==> config.mk <==
export PLATFORM = sky130hd
export DESIGN_NAME = p2s_param
export DESIGN_NICKNAME = d
export VERILOG_FILES = /design/src/rtl/p2s_param.sv
export SDC_FILE = /design/constraint.sdc
export NUM_CORES = 1
export LEC_CHECK = 0
export CORE_ASPECT_RATIO = 1.2
export CORE_MARGIN = 1.5
export CORE_UTILIZATION = 50
export DETAILED_ROUTE_END_ITERATION = 6
export PLACE_DENSITY = 0.81
export SKIP_CTS_REPAIR_TIMING = 1
export SYNTH_ARGS = -nofsm -noshare
export SYNTH_HDL_FRONTEND = slang
export SYNTH_SLANG_ARGS = --single-unit
==> constraint.sdc <==
create_clock -name clk -period 7.1 [get_ports clk]
set_input_delay 1.42 -clock clk [delete_from_list [all_inputs] [get_ports clk]]
set_output_delay 1.42 -clock clk [all_outputs]
set_load 0.02 [all_outputs]
==> src/rtl/p2s_param.sv <==
// p2s_param: parameterised parallel-to-serial shifter with per-bit timing, MSB/LSB order and abort
module p2s_param #(
  parameter int   DATA_W   = 64,
  parameter int   CNT_W    = 7,
  parameter int   TICK_W   = 8,
  parameter logic IDLE_LVL = 1'b1
) (
  input  logic              clk,
  input  logic              reset,
  input  logic [DATA_W-1:0] i_parallel,
  input  logic [CNT_W-1:0]  i_len,
  input  logic [TICK_W-1:0] i_bit_ticks,
  input  logic              i_msb_first,
  input  logic              i_start,
  input  logic              i_abort,
  output logic              o_serial_out,
  output logic              o_bit_strobe,
  output logic              o_busy,
  output logic              o_done,
  output logic [CNT_W-1:0]  o_bit_idx
);
  typedef enum logic {IDLE, SHIFT} state_t;
  state_t st, st_n;
  logic [DATA_W-1:0] sh, sh_n, ld;
  logic [CNT_W-1:0] cnt, cnt_n, idx_n, len_e;
  logic [TICK_W-1:0] tmr, tmr_n, tks, tks_n;
  logic msb, msb_n, ser_n, stb_n, busy_n, done_n;
  assign len_e = (i_len == '0 || i_len > CNT_W'(DATA_W)) ? CNT_W'(DATA_W) : i_len;
  // MSB-first words are left-aligned so the current bit always sits at the top
  assign ld = i_parallel << (CNT_W'(DATA_W) - len_e);
  always_comb begin
    st_n = st;
    sh_n = sh;
    cnt_n = cnt;
    tmr_n = tmr;
    tks_n = tks;
    msb_n = msb;
    ser_n = o_serial_out;
    stb_n = 1'b0;
    busy_n = o_busy;
    done_n = 1'b0;
    idx_n = o_bit_idx;
    if (st == IDLE) begin
      if (i_start && !i_abort) begin
        st_n = SHIFT;
        sh_n = i_msb_first ? ld : i_parallel;
        cnt_n = len_e - 1'b1;
        tmr_n = i_bit_ticks;
        tks_n = i_bit_ticks;
        msb_n = i_msb_first;
        ser_n = i_msb_first ? ld[DATA_W-1] : i_parallel[0];
        stb_n = 1'b1;
        busy_n = 1'b1;
        idx_n = '0;
      end
    end else if (i_abort || (tmr == '0 && cnt == '0)) begin
      st_n = IDLE;
      sh_n = '0;
      cnt_n = '0;
      tmr_n = '0;
      ser_n = IDLE_LVL;
      busy_n = 1'b0;
      idx_n = '0;
      done_n = !i_abort;
    end else if (tmr != '0) begin
      tmr_n = tmr - 1'b1;
    end else begin
      sh_n = msb ? sh << 1 : sh >> 1;
      ser_n = msb ? sh[DATA_W-2] : sh[1];
      stb_n = 1'b1;
      cnt_n = cnt - 1'b1;
      idx_n = o_bit_idx + 1'b1;
      tmr_n = tks;
    end
  end
  always_ff @(posedge clk) begin
    if (reset) begin
      st <= IDLE;
      sh <= '0;
      cnt <= '0;
      tmr <= '0;
      tks <= '0;
      msb <= 1'b0;
      o_serial_out <= IDLE_LVL;
      o_bit_strobe <= 1'b0;
      o_busy <= 1'b0;
      o_done <= 1'b0;
      o_bit_idx <= '0;
    end else begin
      st <= st_n;
      sh <= sh_n;
      cnt <= cnt_n;
      tmr <= tmr_n;
      tks <= tks_n;
      msb <= msb_n;
      o_serial_out <= ser_n;
      o_bit_strobe <= stb_n;
      o_busy <= busy_n;
      o_done <= done_n;
      o_bit_idx <= idx_n;
    end
  end
endmodule

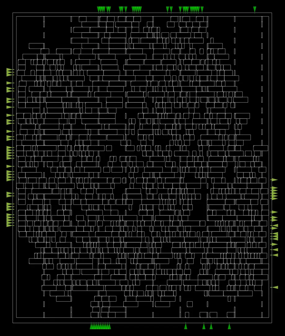
(run_1/final_placement.png)
utilization after layout: 0.572
Core ar.: 19500 sq um
Seq/total area: 0.180
tap cells: 261
site row count: 56

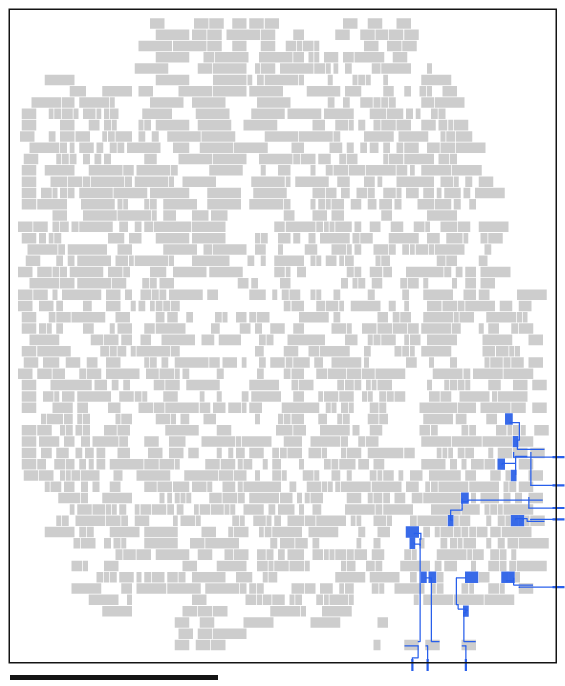
(run_1/port_nets.png)
Bar = 50 um.
| color | port | bits | direction | edge | end cells | wire |
|---|---|---|---|---|---|---|
| blue | i_bit_ticks | 8 | input | 5 right, 3 bottom | 16 | 208 um |
Ports: 95
# port buffers: 94

==> results_dict.tcl, run 1 <==
# implementation run metrics
set metrics [dict create \
    grt_max_degree 60 \
    r2r-start "st" \
    routedWlPerCell_um 28.5 \
    drtPass1Iterations 6 \
    grt-ovfl-total 0 \
    path_buffers 3 \
    path_clk_slew_ns 0.08 \
    ys_area_sq_um 9870 \
    slowest_stage "ha_2" \
    cts_buffer_depth 2 \
    clk_latency_ns 0.37 \
    synthMuxAreaShare 0.327 \
    final-hold-violation-count 0 \
    synthFlopType "dfxtp_1" \
    worstSetupEndpointType "flip-flop" \
    via_count 10800 \
    drc_errors 0 \
    status "completed" \
    ys_cells 1137 \
    reg2reg_depth 9 \
    clock_net_power_mw 0.517 \
    seq_power_mw 0.657 \
    critPathRequiredTime_ns 7.33 \
    max_freq_mhz 183 \
    area_growth_pct 12.8 \
    path_class "input port to flip-flop" \
    fin_tns_setup_ns 0 \
    syn-cell-area_sq_um 9870 \
    ys_types 77 \
    whs_path_depth 2 \
    crit_arrival_ns 5.68 \
    place.gp.congestion 1.13 \
    top_cells_by_count "nor2_1 (110), nand2_1 (101), dfxtp_1 (100)" \
    p_int_mw 1.25 \
    r2r_end "sh[62]" \
    cap_viol_max_count 0 \
    slew_viol_final 0 \
    htree_num_levels 3 \
    cts_sinks 100 \
    ir_drop_uv 127 \
    die_y_um 157 \
    routed_wl_um 40400 \
    cts_buffers 9 \
    ys_async_sr_fraction 0 \
    dieArea_sq_um 20600 \
    critical-path-max-stage-delay_ns 0.77 \
    antenna_cells 0 \
    nNetsFinal 1241 \
    skew_ns 0.0122 \
    synthAdderAreaFrac 0.00507 \
    layout_top_cells "nor2_1 (109), nand2_1 (101), dfxtp_1 (99), a21oi_1 (94), clkdlybuf4s50_1 (93)" \
    gr-usage-all-layers 0.387 \
    worst_pin_slew_ns 1.13 \
    critical-path-top-delay-family "multiplexers" \
    synthAoiAreaFrac 0.246 \
    antenna_found_initial 0 \
    clockRootBuffer "clkbuf_16" \
    p_comb_frac 0.449 \
    top_power_group "combinational logic" \
    fin_crit_ns 5.46 \
    cp-start-kind "input port" \
]
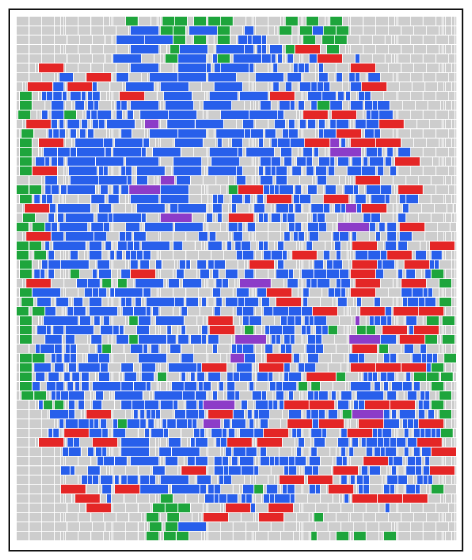
(run_1/cell_classes.png)
Fill, decap, tap and diode cells in gray.
| color | class | cells | share of their area |
|---|---|---|---|
| blue | all other logic | 924 | 68% |
| purple | clock drivers and dummy loads | 16 | 2.7% |
| red | flip-flops | 100 | 19% |
| green | other buffers and delay cells | 118 | 10% |

==> run 1: layout make-up <==
class                   count  area (sq um)
well taps                 261           327
fillers                  1805          8350
flip-flops and latches    100          2010
repair buffers            118          1120
clock inverters             5          50.0
inverters                  16          60.1
multi-input cells         908          7330
clock buffers              11           243
==> run 1: per-layer routing <==
metal / GRT usage / up-vias / wire [um]
met5: 0 / - / 0
met4: 0.261 / 0 / 3320
met3: 0.120 / 249 / 5610
met2: 0.587 / 962 / 17200
met1: 0.476 / 5174 / 14200
li1: - / 4457 / -
==> run 1: stage by stage <==
step / hold WS (ns) / instance area (sq um) / util / total power [mW] / instances
after floorplan: 0.433 / 9870 / - / 1.26 / 1137
after global placement: 0.442 / 10800 / 0.557 / 1.56 / 1403
after detailed placement: 0.452 / 10800 / 0.557 / 1.57 / 1403
after CTS: 0.461 / 11100 / 0.572 / 2.07 / 1419
after global routing: 0.489 / 11100 / 0.572 / 2.19 / 1419
final: 0.460 / 11100 / 0.572 / 2.13 / 1419
==> run 1: worst min-delay path, delay by kind of cell (launching register included) <==
family,cells,cell delay (ns)
and+or+nand+nor,1,0.05
AOI/OAI and AO/OA,1,0.05
DFF,1,0.32
==> run 1: worst max-delay path by stage <==
stage,start,to,slack (ns),depth (start not counted)
4_1_cts,i_len[6],sh[60],1.77,11
3_5_place_dp,i_len[6],sh[34],1.40,11
6_report,i_len[6],sh[30],1.64,11
2_1_floorplan,i_len[6],sh[58],2.62,14
5_1_grt,i_len[6],sh[60],1.39,11
3_3_place_gp,i_len[6],sh[34],1.45,11
==> run 1: state kept, by name (all words and copies together) (netlist names), 7 cells and up <==
register / flops
cnt: 7
o_bit_idx: 7
sh: 64
tks: 8
tmr: 8
==> run 2: changes to the inputs <==
--- a/config.mk
+++ b/config.mk
@@ -9,7 +9,7 @@
 export CORE_MARGIN = 1.5
 export CORE_UTILIZATION = 50
 export DETAILED_ROUTE_END_ITERATION = 6
-export PLACE_DENSITY = 0.81
+export PLACE_DENSITY = 0.84
 export SKIP_CTS_REPAIR_TIMING = 1
 export SYNTH_ARGS = -nofsm -noshare
 export SYNTH_HDL_FRONTEND = slang
==> constraint.sdc (replaced) <==
create_clock -name clk -period 4.4 [get_ports clk]
set_input_delay 0.88 -clock clk [delete_from_list [all_inputs] [get_ports clk]]
set_output_delay 0.88 -clock clk [all_outputs]
set_load 0.02 [all_outputs]
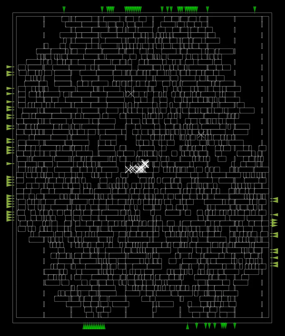
(run_2/final_placement.png)
utilization after layout: 0.602
fillcell total: 1750
flip-flops: 100

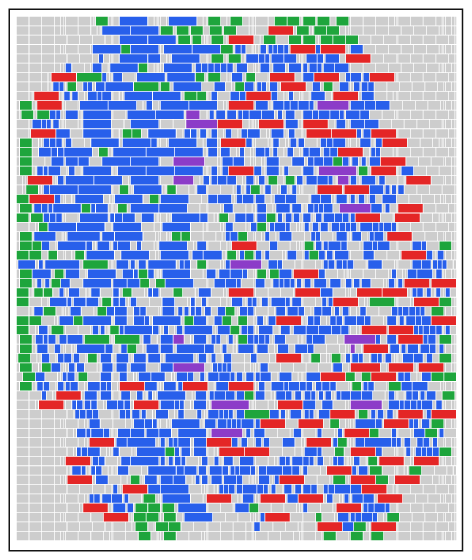
(run_2/cell_classes.png)
Fill, decap, tap and diode cells in gray.
| color | class | cells | share of their area |
|---|---|---|---|
| green | other buffers and delay cells | 179 | 15% |
| blue | all other logic | 924 | 65% |
| red | flip-flops | 100 | 18% |
| purple | clock drivers and dummy loads | 16 | 2.9% |

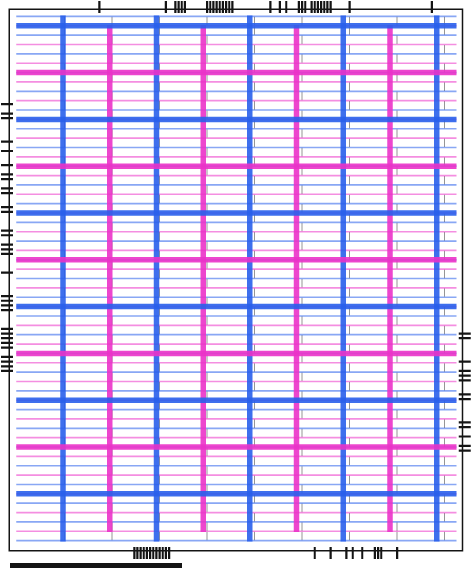
(run_2/pdn.png)
Bar = 50 um. Pins as bars on the die edge. Tap cells in gray.
| color | net |
|---|---|
| magenta | VDD |
| blue | VSS |
met4 straps: 9
tap cells: 261
met5 straps: 11

==> run 2 against run 1 <==
Against the previous run: non-clock buffer count is 61 higher; largest power group unchanged; routed wire length is 5.5% higher; synthesized area stayed put; first-iteration DRC count is 7.4% higher; critical path type unchanged; hold slack better by 0.0029 ns; setup slack worse by 1.3 ns; sequential cell count stayed put; critical path depth is 1 lower; critical endpoint is now sh[58]; the run now ends with design-rule violations left; final cell count is 4.3% higher.
==> results_dict.tcl, run 2 <==
# implementation run metrics
set metrics [dict create \
    htree_num_levels 3 \
    power_density_nw_per_um2 316 \
    ys_cells 1137 \
    failed_checks "design-rule violations" \
    fin_crit_ns 4.07 \
    ys_types 77 \
    worst_pin_slew_ns 1.17 \
    clk_latency_ns 0.37 \
    met3_usage 0.131 \
    rows 56 \
    final-hold-violation-count 0 \
    wl_met2_um 18100 \
    routedWlPerCell_um 28.8 \
    routed_wl_um 42600 \
    ir_drop_uv 215 \
    max_freq_mhz 246 \
    critPathRequiredTime_ns 4.62 \
    cts_buffer_depth 2 \
    r2r-start "tmr[0]" \
    cts_tree "done" \
    slew_viol_final 0 \
    grt_max_degree 52 \
    cts_sinks 100 \
    largest_reg_flops 64 \
    path_buffers 3 \
    reg2reg_depth 9 \
    largestRegisters "sh (64), tks (8), tmr (8)" \
    crit_arrival_ns 4.29 \
    grt-ovfl-total 0 \
    coreArea_sq_um 19500 \
    r2r_end "sh[19]" \
    ys_area_sq_um 9870 \
    cts_buffers 9 \
    synthFlopType "dfxtp_1" \
    grt_pass1_wl_um 62800 \
    place.gp.congestion 1.13 \
    met2_usage 0.615 \
    slowest_stage "xnor2_4" \
    drtPass1Iterations 7 \
    wl_met1_um 14700 \
    top_register "sh" \
    cp-start-kind "input port" \
    area_growth_pct 18.8 \
    fin_tns_setup_ns 0 \
    skew_ns 0.0118 \
    dieArea_sq_um 20600 \
    whs_path_depth 2 \
    cap_viol_max_count 0 \
    cp_cell_sequence "clkdlybuf4s50_1 > nor2b_4 > inv_2 > ha_2 > xnor2_4 > buf_4 > mux4_2 > mux4_2 > a22oi_1 > a31oi_1" \
    layout_top_cells "nor2_1 (109), nand2_1 (101), dfxtp_1 (99), a21oi_1 (94), clkdlybuf4s50_1 (93)" \
    worstSetupEndpointType "flip-flop" \
    top_usage_layer "met2" \
    portBuffers 94 \
    status "complete, but fails checks" \
    antenna_found_initial 0 \
    path_class "input port to flip-flop" \
    gr-usage-all-layers 0.404 \
    die_y_um 157 \
    via_count 11100 \
    drc_errors 48 \
    use_met1 0.484 \
    critical-path-max-stage-delay_ns 0.54 \
    syn-cell-area_sq_um 9870 \
    wl_met3_um 6160 \
    top_cells_by_count "nor2_1 (110), nand2_1 (101), dfxtp_1 (100)" \
    maxUsedRoutingLayer "met4" \
    io_pins 95 \
]
-- run 2: how the worst max path moves through the flow --
| stage | startpoint | endpoint | cells past startpoint |
|---|---|---|---|
| 6_report | i_len[6] | sh[58] | 10 |
| 5_1_grt | i_len[6] | sh[58] | 10 |
| 4_1_cts | i_len[6] | sh[34] | 11 |
| 3_5_place_dp | i_len[6] | sh[34] | 11 |
| 3_3_place_gp | i_len[6] | sh[34] | 11 |
| 2_1_floorplan | i_len[6] | sh[58] | 14 |
-- run 2: cell type report --
class                   instances  area (sq um)  area share
multi-input cells             908          7330       0.626
flip-flops and latches        100          2010       0.171
repair buffers                179          1660       0.142
well taps                     261           327      0.0279
clock buffers                  10           229      0.0195
clock inverters                 6           105     0.00897
inverters                      16          60.1     0.00512
-- run 2: power by group --
group	leakage [nW]	internal [mW]	switching [mW]
Combinational	3.16	0.699	0.974
Sequential	0.824	0.983	0.0890
Clock	0.162	0.514	0.442
Total	4.15	2.20	1.50
-- run 2: logic make-up (layout without fill, tap and decap cells) --
logic type | count (synthesis) | count (layout) | share of synthesized area
muxes | 203 | 203 | 0.327
and+or+nand+nor | 324 | 324 | 0.147
DFF | 100 | 100 | 0.203
AOI/OAI and AO/OA | 366 | 366 | 0.246
adders and majority gates | 4 | 4 | 0.00507
xor gates and xnor gates | 11 | 11 | 0.0105
buffers and inverters | 129 | 211 | 0.0615
-- run 2: stage by stage --
step	hold slack, ns	total power [mW]	std cells	area (sq um)
finish	0.463	3.70	1480	11700
floorplan	0.433	2.04	1137	9870
CTS	0.462	3.58	1480	11700
global route	0.490	3.77	1480	11700
global placement	0.442	2.63	1464	11400
detailed placement	0.451	2.65	1464	11400
Power figures rest on the tool's default switching activity, not on a simulated workload.
